==> src/rtl/spi_sample_collector_pkg.sv <==
// spi_sample_collector_pkg: shared slave-select codes, channel states and default width
package spi_sample_collector_pkg;
  localparam int BYTE_DEF = 8;
  localparam int SS_HR = 1;
  localparam int SS_BAG = 2;
  typedef enum logic [1:0] {EMPTY = 2'd0, FILLING = 2'd1, FULL = 2'd2} ch_state_t;
endpackage

==> src/rtl/spi_sample_collector_if.sv <==
// spi_sample_collector_if: receive strobe, byte and slave select from the SPI master
interface spi_sample_collector_if
  import spi_sample_collector_pkg::*;
#(
  parameter int DATO = 2,
  parameter int BYTE = BYTE_DEF
) ();
  logic            done;
  logic [BYTE-1:0] rx_byte;
  logic [DATO-1:0] SS;
  modport master (output done, rx_byte, SS);
  modport slave (input done, rx_byte, SS);
endinterface

==> src/rtl/spi_sample_collector_avg4_channel.sv <==
// avg4_channel: 4-sample moving average with fill tracking and flush
module avg4_channel
  import spi_sample_collector_pkg::*;
#(
  parameter int BYTE = BYTE_DEF
) (
  input  logic            clk,
  input  logic            rst,
  input  logic            flush,
  input  logic            in_vld,
  input  logic [BYTE-1:0] in_data,
  output logic [BYTE-1:0] value,
  output logic            valid
);
  ch_state_t       state, state_nx;
  logic [1:0]      cnt, cnt_nx;
  logic [BYTE-1:0] fifo [4];
  logic [BYTE+1:0] sum, sum_nx;
  // next fill state and running sum; the oldest slot is zero until the fifo is full
  always_comb begin
    sum_nx = sum - {2'b00, fifo[3]} + {2'b00, in_data};
    state_nx = flush ? EMPTY : !in_vld ? state : state == EMPTY ? FILLING :
               (state == FILLING && cnt == 2'd3) ? FULL : state;
    cnt_nx = flush ? 2'd0 : (in_vld && state != FULL) ? cnt + 2'd1 : cnt;
  end
  // fill state register
  always_ff @(posedge clk)
    if (!rst) begin
      state <= EMPTY;
      cnt <= 2'd0;
    end else begin
      state <= state_nx;
      cnt <= cnt_nx;
    end
  // sample fifo and sum, cleared on flush
  always_ff @(posedge clk)
    if (!rst || flush) begin
      fifo <= '{default: '0};
      sum <= '0;
    end else if (in_vld) begin
      fifo <= '{in_data, fifo[0], fifo[1], fifo[2]};
      sum <= sum_nx;
    end
  // publish the average only once four samples are held; flush leaves the value alone
  always_ff @(posedge clk)
    if (!rst) begin
      value <= '0;
      valid <= 1'b0;
    end else begin
      valid <= in_vld && state_nx == FULL;
      if (in_vld && state_nx == FULL) value <= sum_nx[BYTE+1:2];
    end
endmodule

==> src/rtl/spi_sample_collector.sv <==
// spi_sample_collector: routes SPI samples to heart-rate and bag averagers, raises bag-low alarm
module spi_sample_collector
  import spi_sample_collector_pkg::*;
#(
  parameter int DATO = 2,
  parameter int BYTE = BYTE_DEF,
  parameter int HYST = 4
) (
  input  logic                  clk,
  input  logic                  rst,
  spi_sample_collector_if.slave bus,
  input  logic                  clear,
  input  logic [BYTE-1:0]       thr_low,
  output logic [BYTE-1:0]       hr_value,
  output logic [BYTE-1:0]       bag_value,
  output logic                  hr_valid,
  output logic                  bag_valid,
  output logic                  alarm_bag,
  output logic [3:0]            err_cnt
);
  logic            s1_vld;
  logic [BYTE-1:0] s1_byte;
  logic [DATO-1:0] s1_ss;
  logic            is_hr, is_bag;
  logic [BYTE:0]   thr_rel;
  assign is_hr = bus.SS == DATO'(SS_HR);
  assign is_bag = bus.SS == DATO'(SS_BAG);
  assign thr_rel = {1'b0, thr_low} + (BYTE+1)'(HYST);
  // stage 1: capture the sample; a bag sample arriving together with clear is dropped
  always_ff @(posedge clk)
    if (!rst) begin
      s1_vld <= 1'b0;
      s1_byte <= '0;
      s1_ss <= '0;
    end else begin
      s1_vld <= bus.done && (is_hr || (is_bag && !clear));
      if (bus.done) begin
        s1_byte <= bus.rx_byte;
        s1_ss <= bus.SS;
      end
    end
  // saturating count of strobes addressed to no known sensor
  always_ff @(posedge clk)
    if (!rst) err_cnt <= 4'd0;
    else if (bus.done && !is_hr && !is_bag && err_cnt != 4'hf) err_cnt <= err_cnt + 4'd1;
  avg4_channel #(.BYTE(BYTE)) u_hr (
    .clk     (clk),
    .rst     (rst),
    .flush   (1'b0),
    .in_vld  (s1_vld && s1_ss == DATO'(SS_HR)),
    .in_data (s1_byte),
    .value   (hr_value),
    .valid   (hr_valid)
  );
  avg4_channel #(.BYTE(BYTE)) u_bag (
    .clk     (clk),
    .rst     (rst),
    .flush   (clear),
    .in_vld  (s1_vld && s1_ss == DATO'(SS_BAG)),
    .in_data (s1_byte),
    .value   (bag_value),
    .valid   (bag_valid)
  );
  // alarm re-evaluated on each new full-window bag average; clear wins
  always_ff @(posedge clk)
    alarm_bag <= (!rst || clear) ? 1'b0 : !bag_valid ? alarm_bag :
                 bag_value < thr_low ? 1'b1 :
                 {1'b0, bag_value} >= thr_rel ? 1'b0 : alarm_bag;
endmodule

==> src/flat_wrapper.sv <==
// flat-port wrapper written by rule: the top's interface ports become plain ports
module spi_sample_collector_flat import spi_sample_collector_pkg::*;
#(
  parameter int DATO = 2,
  parameter int BYTE = BYTE_DEF,
  parameter int HYST = 4
)
  (clk, rst, clear, thr_low, hr_value, bag_value, hr_valid, bag_valid, alarm_bag, err_cnt, bus_done, bus_rx_byte, bus_SS);
  spi_sample_collector_if #(.DATO(DATO), .BYTE(BYTE)) bus_i ();
  input  logic clk;
  input  logic rst;
  input  logic clear;
  input  logic [BYTE-1:0] thr_low;
  output logic [BYTE-1:0] hr_value;
  output logic [BYTE-1:0] bag_value;
  output logic hr_valid;
  output logic bag_valid;
  output logic alarm_bag;
  output logic [3:0] err_cnt;
  input wire logic [$bits(bus_i.done)-1:0] bus_done;
  input wire logic [$bits(bus_i.rx_byte)-1:0] bus_rx_byte;
  input wire logic [$bits(bus_i.SS)-1:0] bus_SS;
  assign bus_i.done = bus_done;
  assign bus_i.rx_byte = bus_rx_byte;
  assign bus_i.SS = bus_SS;
  spi_sample_collector #(.DATO(DATO), .BYTE(BYTE), .HYST(HYST)) u_core (.clk(clk), .rst(rst), .bus(bus_i), .clear(clear), .thr_low(thr_low), .hr_value(hr_value), .bag_value(bag_value), .hr_valid(hr_valid), .bag_valid(bag_valid), .alarm_bag(alarm_bag), .err_cnt(err_cnt));
endmodule
==> config.mk <==
export PLATFORM = sky130hd
export DESIGN_NAME = spi_sample_collector_flat
export DESIGN_NICKNAME = d
export VERILOG_FILES = /design/src/rtl/spi_sample_collector_pkg.sv /design/src/rtl/spi_sample_collector_if.sv /design/src/rtl/spi_sample_collector_avg4_channel.sv /design/src/rtl/spi_sample_collector.sv /design/src/flat_wrapper.sv
export SDC_FILE = /design/constraint.sdc
export NUM_CORES = 1
export LEC_CHECK = 0
export ABC_AREA = 1
export CAP_MARGIN = 20
export CORE_AREA = 5 5 124 126
export DETAILED_ROUTE_END_ITERATION = 6
export DIE_AREA = 0 0 129 131
export PLACE_DENSITY_LB_ADDON = 0.12
export SLEW_MARGIN = 20
export SYNTH_ARGS = -nofsm -noshare
export SYNTH_HDL_FRONTEND = slang
export SYNTH_SLANG_ARGS = --single-unit
==> constraint.sdc <==
create_clock -name clk -period 4 [get_ports clk]
set_input_delay 0.8 -clock clk [delete_from_list [all_inputs] [get_ports clk]]
set_output_delay 0.8 -clock clk [all_outputs]
set_load 0.02 [all_outputs]
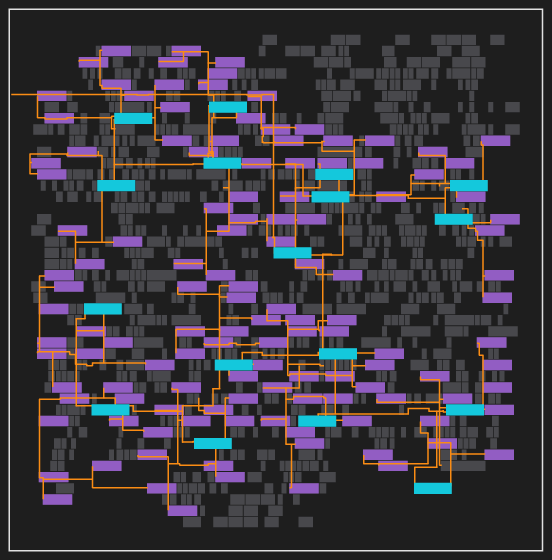
(images/clock_wires.png)
[orange] clock wires | length: 1,620 um
[purple] flip-flops | count: 126
[cyan] clock-net drivers | count: 17
routed clock nets: 18
flops lie: all over the die
clk latency late pin: 420 ps
Fin Clk Skew: 6.81 ps
power attributed to the clock group: 1500 uW
share of power burned in the clock network: 47.5%

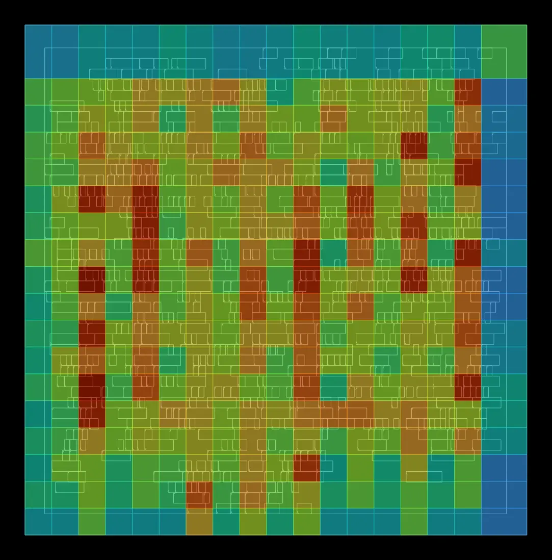
(images/congestion_map.png)
GR Layer Usage met1: 21.6%
met3 demand-to-capacity share in global routing: 4.47%
layer with the highest usage: met2
drt wl/cell: 12.9 um

==> results.tsv <==
stage	metric	value	unit
status	run_status	finished clean	
finish	layout_top_cells_excl_fill_tap	sky130_fd_sc_hd__inv_1 (140), sky130_fd_sc_hd__nor2_1 (133), sky130_fd_sc_hd__dfxtp_1 (126)	
clock_tree	number_of_buffers_inserted_to_repair_setup_after_cts	0	
floorplan	die-width	129	um
final_timing	grt_setup_unrepaired	no	
final_timing	timing.final.max_slew_violations	0	
clock_tree	clock-sinks	126	
place	gp_routability_congestion	0.841	
finish	areaGrowthSynthToFinish	18.5	%
worst_setup_path	worst_path_buffer_plus_inverter_count	1	
place	hpwl	9.55	mm
power_and_ir_drop	maxPowerGroup	clock	
final_timing	setup_viol	0	
logic_synthesis	synth-cells-yosys	829	
worst_setup_path	reg2reg_setup_slack	1590	ps
worst_setup_path	worst_path_class_setup	primary input to register	
grt	grt_antenna_before_repair	0	
routing	detail_route.vias_per_cell	4.92	
floorplan	floorplan.core_area	0.0142	sq mm
logic_synthesis	yosys_warnings	0	
finish	nNetsFinal	943	
logic_synthesis	yosys-stat-area	0.00626	sq mm
logic_synthesis	netlist.area_leader.share	40.3	%
power_and_ir_drop	p_comb	370	uW
power_and_ir_drop	power_sequential	1290	uW
routing	number_of_antenna_violating_nets_in_the_routed_design	0	
worst_setup_path	timing.critical_path.arrival	2710	ps
clock_tree	cts.hold.buffers_added	0	
worst_setup_path	critical-path-top-cell-by-count	sky130_fd_sc_hd__nand2_1	
grt	track_usage	17.7	%
logic_synthesis	yosys_most_used_dff	sky130_fd_sc_hd__dfxtp_1	
worst_setup_path	critical_path.startpoint	thr_low[2]	
final_timing	max-slew-margin-rel	42.5	%
logic_synthesis	synthesis.instances	829	
worst_setup_path	worst_endpoint_required_time	4280	ps
power_and_ir_drop	seq_power_share	40.8	%
worst_setup_path	worstReg2RegStart	u_core.s1_byte[2]	
worst_setup_path	kind_of_start_point_of_the_critical_path	primary input	
worst_setup_path	worst-path-stages	15	
worst_setup_path	critPathMaxStageDelay	540	ps
final_timing	timing.fmax	412	MHz
logic_synthesis	postSynthRegisterBits	126	
logic_synthesis	ys_seq_share	40.3	%
worst_setup_path	crit_family	simple AND/OR/NAND/NOR gates	
logic_synthesis	async_flop_share	0	%
final_timing	worstMarginPinSlew	860	ps
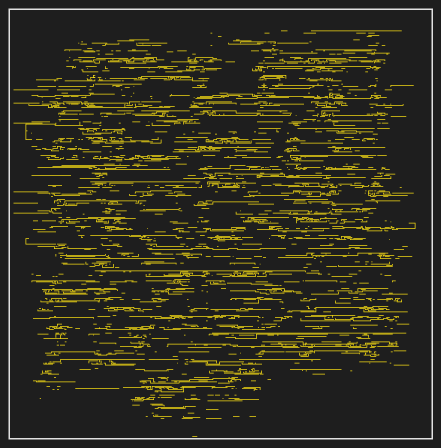
(images/m1.png)
wire length on this layer: 6,390 um
main direction: horizontal
share of all routed wire: 47%
wire length reported by the detailed router: 13.7 mm
Via Count: 5,236

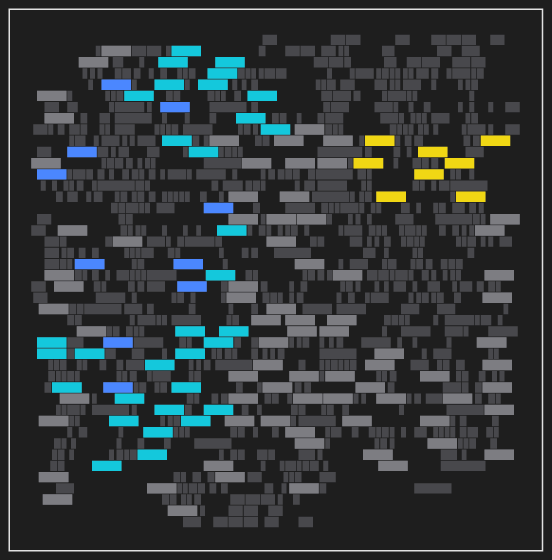
(images/ff_map.png)
Other sequential cells in the stronger gray, the rest of the logic in the fainter gray.
[blue] u_core.u_hr.sum | flops: 10
[cyan] u_core.u_hr.fifo | flops: 32
[yellow] u_core.u_bag.value | flops: 8
not colored: 76
proportion of cell area occupied by registers: 34.0%
share of the core filled with cells in the final layout: 52.2%
storage element area: 0.00252 sq mm

-- sequential cells by signal (all words and copies together) (netlist names), 4 cells and up --
signal              count
u_core.u_hr.sum        10
u_core.u_bag.fifo      32
u_core.u_bag.value      8
u_core.u_hr.fifo       32
u_core.u_hr.value       8
u_core.u_bag.sum       10
u_core.err_cnt          4
u_core.s1_byte          8
-- synth_stat cells, types with 8 or more instances --
master and instances:
sky130_fd_sc_hd__nor3_1 8, sky130_fd_sc_hd__fa_1 16, sky130_fd_sc_hd__o21ai_0 105, sky130_fd_sc_hd__a21oi_1 72, sky130_fd_sc_hd__inv_1 140, sky130_fd_sc_hd__clkbuf_1 25, sky130_fd_sc_hd__nand3_1 30, sky130_fd_sc_hd__dfxtp_1 126
sky130_fd_sc_hd__nand2_1 71, sky130_fd_sc_hd__nor2_1 133, sky130_fd_sc_hd__xor2_1 16, sky130_fd_sc_hd__ha_1 38, sky130_fd_sc_hd__nand4_1 8
-- per-stage QoR --
stage,power (uW),setup WS (ps)
global route,3310,1350
detailed placement,1680,1140
global placement,1680,1200
CTS,3190,1570
finish,3150,1570
floorplan,1570,1820
-- area by class of cell --
type                    count  area (sq um)
multi-input cells         530          3070
clock buffers              23           468
inverters                 142           536
repair buffers             50           480
clock inverters             9           110
well taps                 184           230
flip-flops and latches    126          2520
fillers                  1395          6780
-- metal layers --
| metal | GRT usage (%) | routed length [um] |
|---|---|---|
| met1 | 21.6 | 6390 |
| met2 | 30.3 | 6660 |
| met3 | 4.47 | 451 |
| met4 | 6.79 | 196 |
| met5 | 0 | 0 |
-- cell families after synthesis --
group	Yosys count	synth area share, %
and+or+nand+nor	263	17.8
DFF	126	40.3
buffers and inverters	173	10.6
xor gates and xnor gates	17	2.38
adders and majority gates	54	12.7
AOI/OAI and AO/OA	196	16.2
Power figures rest on the tool's default switching activity, not on a simulated workload.
